File: config.mk
export PLATFORM = sky130hd
export DESIGN_NAME = sync_tx_arbiter
export DESIGN_NICKNAME = d
export VERILOG_FILES = /design/src/rtl/sync_tx_arbiter_pkg.sv /design/src/rtl/sync_tx_arbiter_rr_arbiter.sv /design/src/rtl/sync_tx_arbiter.sv
export SDC_FILE = /design/constraint.sdc
export NUM_CORES = 1
export LEC_CHECK = 0
export CORE_MARGIN = 2
export CORE_UTILIZATION = 50
export DETAILED_ROUTE_END_ITERATION = 8
export GPL_TIMING_DRIVEN = 0
export PLACE_DENSITY_LB_ADDON = 0.25
export RECOVER_POWER = 25
export SKIP_CTS_REPAIR_TIMING = 1
export SLEW_MARGIN = 30
export SYNTH_ARGS = -nofsm -noshare
export SYNTH_HDL_FRONTEND = slang
export SYNTH_SLANG_ARGS = --single-unit
File: constraint.sdc
create_clock -name CLK -period 7.6 [get_ports CLK]
set_clock_uncertainty 0.2 [all_clocks]
set_input_delay 1.52 -clock CLK [delete_from_list [all_inputs] [get_ports CLK]]
set_output_delay 1.52 -clock CLK [all_outputs]
set_load 0.05 [all_outputs]
File: src/rtl/sync_tx_arbiter_pkg.sv
// rtl/sync_tx_arbiter_pkg.sv - shared FSM encoding and width helpers for sync_tx_arbiter
package sync_tx_arbiter_pkg;

  typedef enum logic [1:0] {
    IDLE = 2'b00,
    HOLD = 2'b01,
    GAP  = 2'b10
  } state_t;

  // Width of a requester index; also the tag width carried on the bus
  function automatic int tag_width(input int num_req);
    return (num_req > 1) ? $clog2(num_req) : 1;
  endfunction

  // Counter must hold the larger of the two reload values (count-1 .. 0)
  function automatic int cnt_width(input int hold_cycles, input int gap_cycles);
    int m;
    m = (hold_cycles > gap_cycles) ? hold_cycles : gap_cycles;
    return $clog2(m + 1);
  endfunction

endpackage

File: src/rtl/sync_tx_arbiter_rr_arbiter.sv
// rtl/sync_tx_arbiter_rr_arbiter.sv - combinational round-robin pick starting at ptr
module rr_arbiter #(
  parameter int NUM_REQ = 4,
  parameter int IDX_W   = 2
) (
  input  logic [NUM_REQ-1:0] req,
  input  logic [IDX_W-1:0]   ptr,
  output logic [NUM_REQ-1:0] onehot,
  output logic [IDX_W-1:0]   idx,
  output logic               valid
);

  // Scan upward from ptr, wrapping, and take the first asserted request
  always_comb begin
    int cand;
    onehot = '0;
    idx    = '0;
    valid  = 1'b0;
    cand   = 0;
    for (int off = 0; off < NUM_REQ; off++) begin
      cand = int'(ptr) + off;
      if (cand >= NUM_REQ) cand = cand - NUM_REQ;
      if (!valid && |(req & (NUM_REQ'(1) << cand))) begin
        valid  = 1'b1;
        onehot = NUM_REQ'(1) << cand;
        idx    = IDX_W'(cand);
      end
    end
  end

endmodule

File: src/rtl/sync_tx_arbiter.sv
// rtl/sync_tx_arbiter.sv - round-robin source-side driver for a shared enable-qualified CDC bus (option: SYNC_TX_ARB_TAG_EN)
module sync_tx_arbiter
  import sync_tx_arbiter_pkg::*;
#(
  parameter int NUM_REQ     = 4,
  parameter int WIDTH       = 8,
  parameter int HOLD_CYCLES = 4,
  parameter int GAP_CYCLES  = 4
) (
  input  logic                       CLK,
  input  logic                       Reset,
  input  logic [NUM_REQ-1:0]         req,
  input  logic [NUM_REQ*WIDTH-1:0]   req_data,
  output logic [NUM_REQ-1:0]         grant,
  output logic                       busy,
`ifdef SYNC_TX_ARB_TAG_EN
  output logic [WIDTH+tag_width(NUM_REQ)-1:0] sync_data,
`else
  output logic [WIDTH-1:0]           sync_data,
`endif
  output logic                       sync_en
);

  localparam int IDX_W = tag_width(NUM_REQ);
  localparam int CNT_W = cnt_width(HOLD_CYCLES, GAP_CYCLES);
`ifdef SYNC_TX_ARB_TAG_EN
  localparam int OUT_W = WIDTH + IDX_W;
`else
  localparam int OUT_W = WIDTH;
`endif

  state_t             state, state_n;
  logic [CNT_W-1:0]   cnt, cnt_n;
  logic [IDX_W-1:0]   rr_ptr, ptr_n;
  logic [NUM_REQ-1:0] grant_n;
  logic [OUT_W-1:0]   data_n;
  logic               en_n;

  logic [NUM_REQ-1:0] win_onehot;
  logic [IDX_W-1:0]   win_idx;
  logic               win_valid;
  logic [WIDTH-1:0]   payload;

  rr_arbiter #(
    .NUM_REQ(NUM_REQ),
    .IDX_W  (IDX_W)
  ) u_rr_arbiter (
    .req   (req),
    .ptr   (rr_ptr),
    .onehot(win_onehot),
    .idx   (win_idx),
    .valid (win_valid)
  );

  assign payload = req_data[int'(win_idx)*WIDTH +: WIDTH];
  assign busy    = (state != IDLE);

  // State, counter and all bus outputs update together; reset drops any transfer in flight
  always_ff @(posedge CLK or negedge Reset) begin
    if (!Reset) begin
      state     <= IDLE;
      cnt       <= '0;
      rr_ptr    <= '0;
      grant     <= '0;
      sync_data <= '0;
      sync_en   <= 1'b0;
    end else begin
      state     <= state_n;
      cnt       <= cnt_n;
      rr_ptr    <= ptr_n;
      grant     <= grant_n;
      sync_data <= data_n;
      sync_en   <= en_n;
    end
  end

  // Next-state: accept a winner in IDLE, hold enable high, then force a low gap with data frozen
  always_comb begin
    state_n = state;
    cnt_n   = cnt;
    ptr_n   = rr_ptr;
    grant_n = '0;
    data_n  = sync_data;
    en_n    = sync_en;
    case (state)
      IDLE: begin
        en_n = 1'b0;
        if (win_valid) begin
`ifdef SYNC_TX_ARB_TAG_EN
          data_n = {win_idx, payload};
`else
          data_n = payload;
`endif
          en_n    = 1'b1;
          grant_n = win_onehot;
          ptr_n   = (win_idx == IDX_W'(NUM_REQ - 1)) ? '0 : win_idx + 1'b1;
          cnt_n   = CNT_W'(HOLD_CYCLES - 1);
          state_n = HOLD;
        end
      end
      HOLD: begin
        en_n = 1'b1;
        if (cnt == '0) begin
          en_n    = 1'b0;
          cnt_n   = CNT_W'(GAP_CYCLES - 1);
          state_n = GAP;
        end else begin
          cnt_n = cnt - 1'b1;
        end
      end
      GAP: begin
        en_n = 1'b0;
        if (cnt == '0) begin
          state_n = IDLE;
        end else begin
          cnt_n = cnt - 1'b1;
        end
      end
      default: begin
        en_n    = 1'b0;
        state_n = IDLE;
      end
    endcase
  end

endmodule

**Floorplan with the power grid**

(8 px per um) Pins as bars on the die edge.
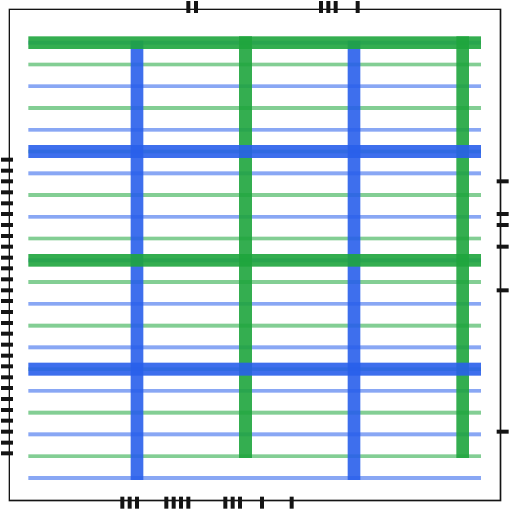
legend:
  green:
    net: VDD
  blue:
    net: VSS
met5 straps: 4
met1 rails: 21
signal pins: 52
met4 straps: 4
rows: 20
die height: 61.2 um
Max rail drop VDD: 328 uV
area of the core: 3080 um^2
Die W: 61.2 um

**Sizing map**

(4 px per um)
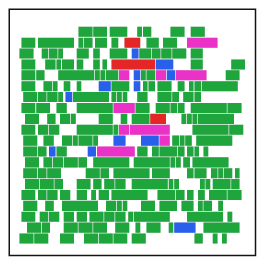
legend:
  magenta:
    size: drive 3 to 4
    cells: 9
    share: 3.8%
    most_used: clkbuf_4
  blue:
    size: drive 2
    cells: 12
    share: 5.0%
    most_used: buf_2
  green:
    size: drive 1 or less
    cells: 215
    share: 90%
    most_used: clkdlybuf4s50_1
  red:
    size: drive 6 and up
    cells: 3
    share: 1.3%
    most_used: buf_6

**Signal metal coverage by tile**

(6 px per um) 12 x 12 tiles, from dark purple (low) to yellow (high), scaled to the fullest tile. Values are wire area over tile area, all layers added.
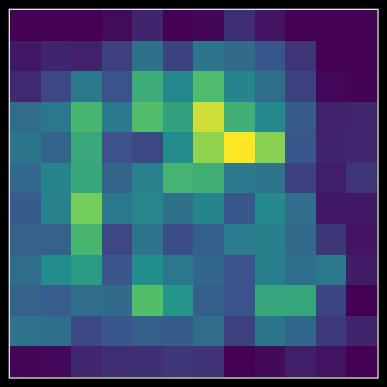
mean over tiles: 0.17
fullest tile: 0.56
emptiest ninth of the die: upper right
nearly empty tiles: 10%
DR vias: 1612
drt total wl: 4.00 mm
drt wl/cell: 14.1 um

**Cell placement**

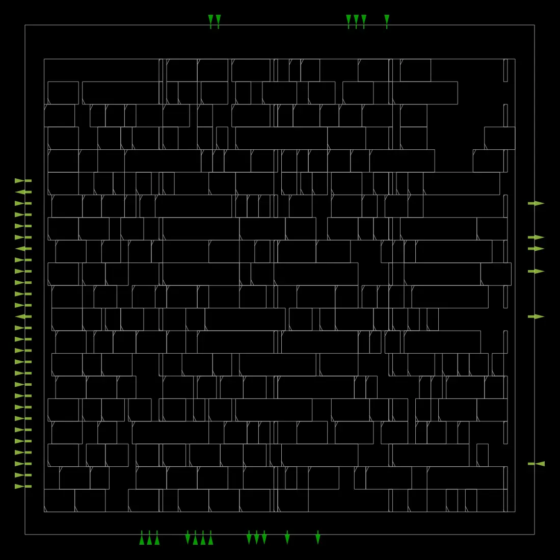
Rows: 20
final cell count without fillers: 283

==> reports/results.tsv <==
metric	value	unit
outcome	complete, no violations	
logic area	1030	um^2
floorplan utilization	53.2	%
Tcrit/Tclk final	49.6	%
Routed Antenna Nets	0	
Multiplexer share	0.917	%
Comb. pwr	0.947	mW
share of layout cells above drive strength 1	10.0	%
Comb pwr share	77.0	%
most instantiated logic cells after routing	clkdlybuf4s50_1 (50), nand2_1 (22), dfrtp_1 (20)	
warnings from Yosys	0	
yosys adder share	7.65	%
Antenna diodes	0	
Clock power frac	7.4	%
category of the most critical setup path	input pin to register	
sequential cell count	20	
H-tree depth	1	
Internal	0.579	mW
Max Transition Viols Final	0	
endpoints failing hold	0	
Worst EP required	7620	ps
Sw Pwr	0.651	mW
Worst R2R End	sync_data[0]$_DFFE_PN0P_	
Max Cap Viol	0	
# port buffers	51	
Setup-failing EPs final	0	
worst reg2reg path depth	10	
Mean Syn Cell Area	8.89	um^2
Worst Hold Launch	sync_data[6]$_DFFE_PN0P_	
TNS Setup	0	ps
count of library flops with an enable pin	0	
#FFs+latches synth	20	
top cells by area	dfrtp_1 (31%), ha_1 (7.6%), a211oi_1 (6.4%), and3_1 (5.7%), nand2_1 (5.0%)	
Late-Pin Clk Latency	310	ps
top-area cell type share of the netlist area	30.6	%
P&R area growth vs syn	37.4	%
endpoint class of the critical path	register	
DP Cell Count	279	
Iter 0 DRT Violations	85	
All-Layer GR Usage	24.0	%
number of vias per cell	5.70	
crit path launch type	input pin	
tap cell count	44	
vias in the first global route	1608	
Max Fanout on Critical Path	10	
Clk pin slew, worst setup/hold paths	130	ps
FMAX	265	MHz
yosys aoi share	36.0	%
Top class by area	logic gates	
NonClk Buf Share	25.4	%
min Tclk post-route	3770	ps
R2R setup slack	4530	ps
hold depth	2	
Reg area	500	um^2
# Cells Yosys	184	
flop share of the area	22.3	%
initial antenna violation count	0	
CP endpoint	sync_data[0]$_DFFE_PN0P_	
simple-gate share of the synthesized area	17.7	%
distinct lib cells	43	
Worst-Margin Slew	1040	ps
main flop type	dfrtp_1	
CTS buffer count	3	
clock sinks	20	
worst min-delay path class	register to register	
largest area contributor in the netlist	dfrtp_1	
chip area in the Yosys report	1640	um^2
I/O pins	52	
mapped cell area	1640	um^2
RSZ-0062 raised after global routing	no	
post-synthesis xor/xnor area fraction	0.535	%
root buffer cell	clkbuf_4	
drt pass-1 iters	4	
Main logic family	AND-OR/OR-AND gates	
PwrDens	547	nW/um^2
Yosys top cell by instances	nand2_1	
Clock Tree Buf Depth	2	
WP data arrival	3790	ps
dpl hpwl	3.16	mm
Post-Synthesis Cells	184	
Top cell excl fill/tap	clkdlybuf4s50_1	
worst rel slew slack	30.4	%
clk pwr	0.0906	mW
==> metal layers <==
layer / wire length, um / vias to the layer above / global-route usage, %
met4: 25 / 0 / 7.14
met3: 243 / 4 / 5.25
met1: 1700 / 746 / 29.8
met5: 0 / - / 0
li1: - / 803 / -
met2: 2030 / 59 / 41.8
==> stage by stage <==
stage	total power [mW]	setup slack [ps]
CTS	1.23	3830
detailed placement	1.14	3490
finish	1.23	3830
global placement	1.11	3560
floorplan	0.910	4380
global route	1.33	3690
==> sequential cells by signal, summed over array words and instances, names as in the netlist <==
signal and count:
sync_data 8, grant 4, cnt 3, rr_ptr 2
state 2, sync_en 1
==> critical path, stage by stage <==
cell and delay [ps]:
clkdlybuf4s50_1 500, a22oi_1 260, nand2_1 160, buf_2 220, o41ai_4 480, clkbuf_1 410
nand2_1 130, o31ai_1 90
Power figures rest on the tool's default switching activity, not on a simulated workload.
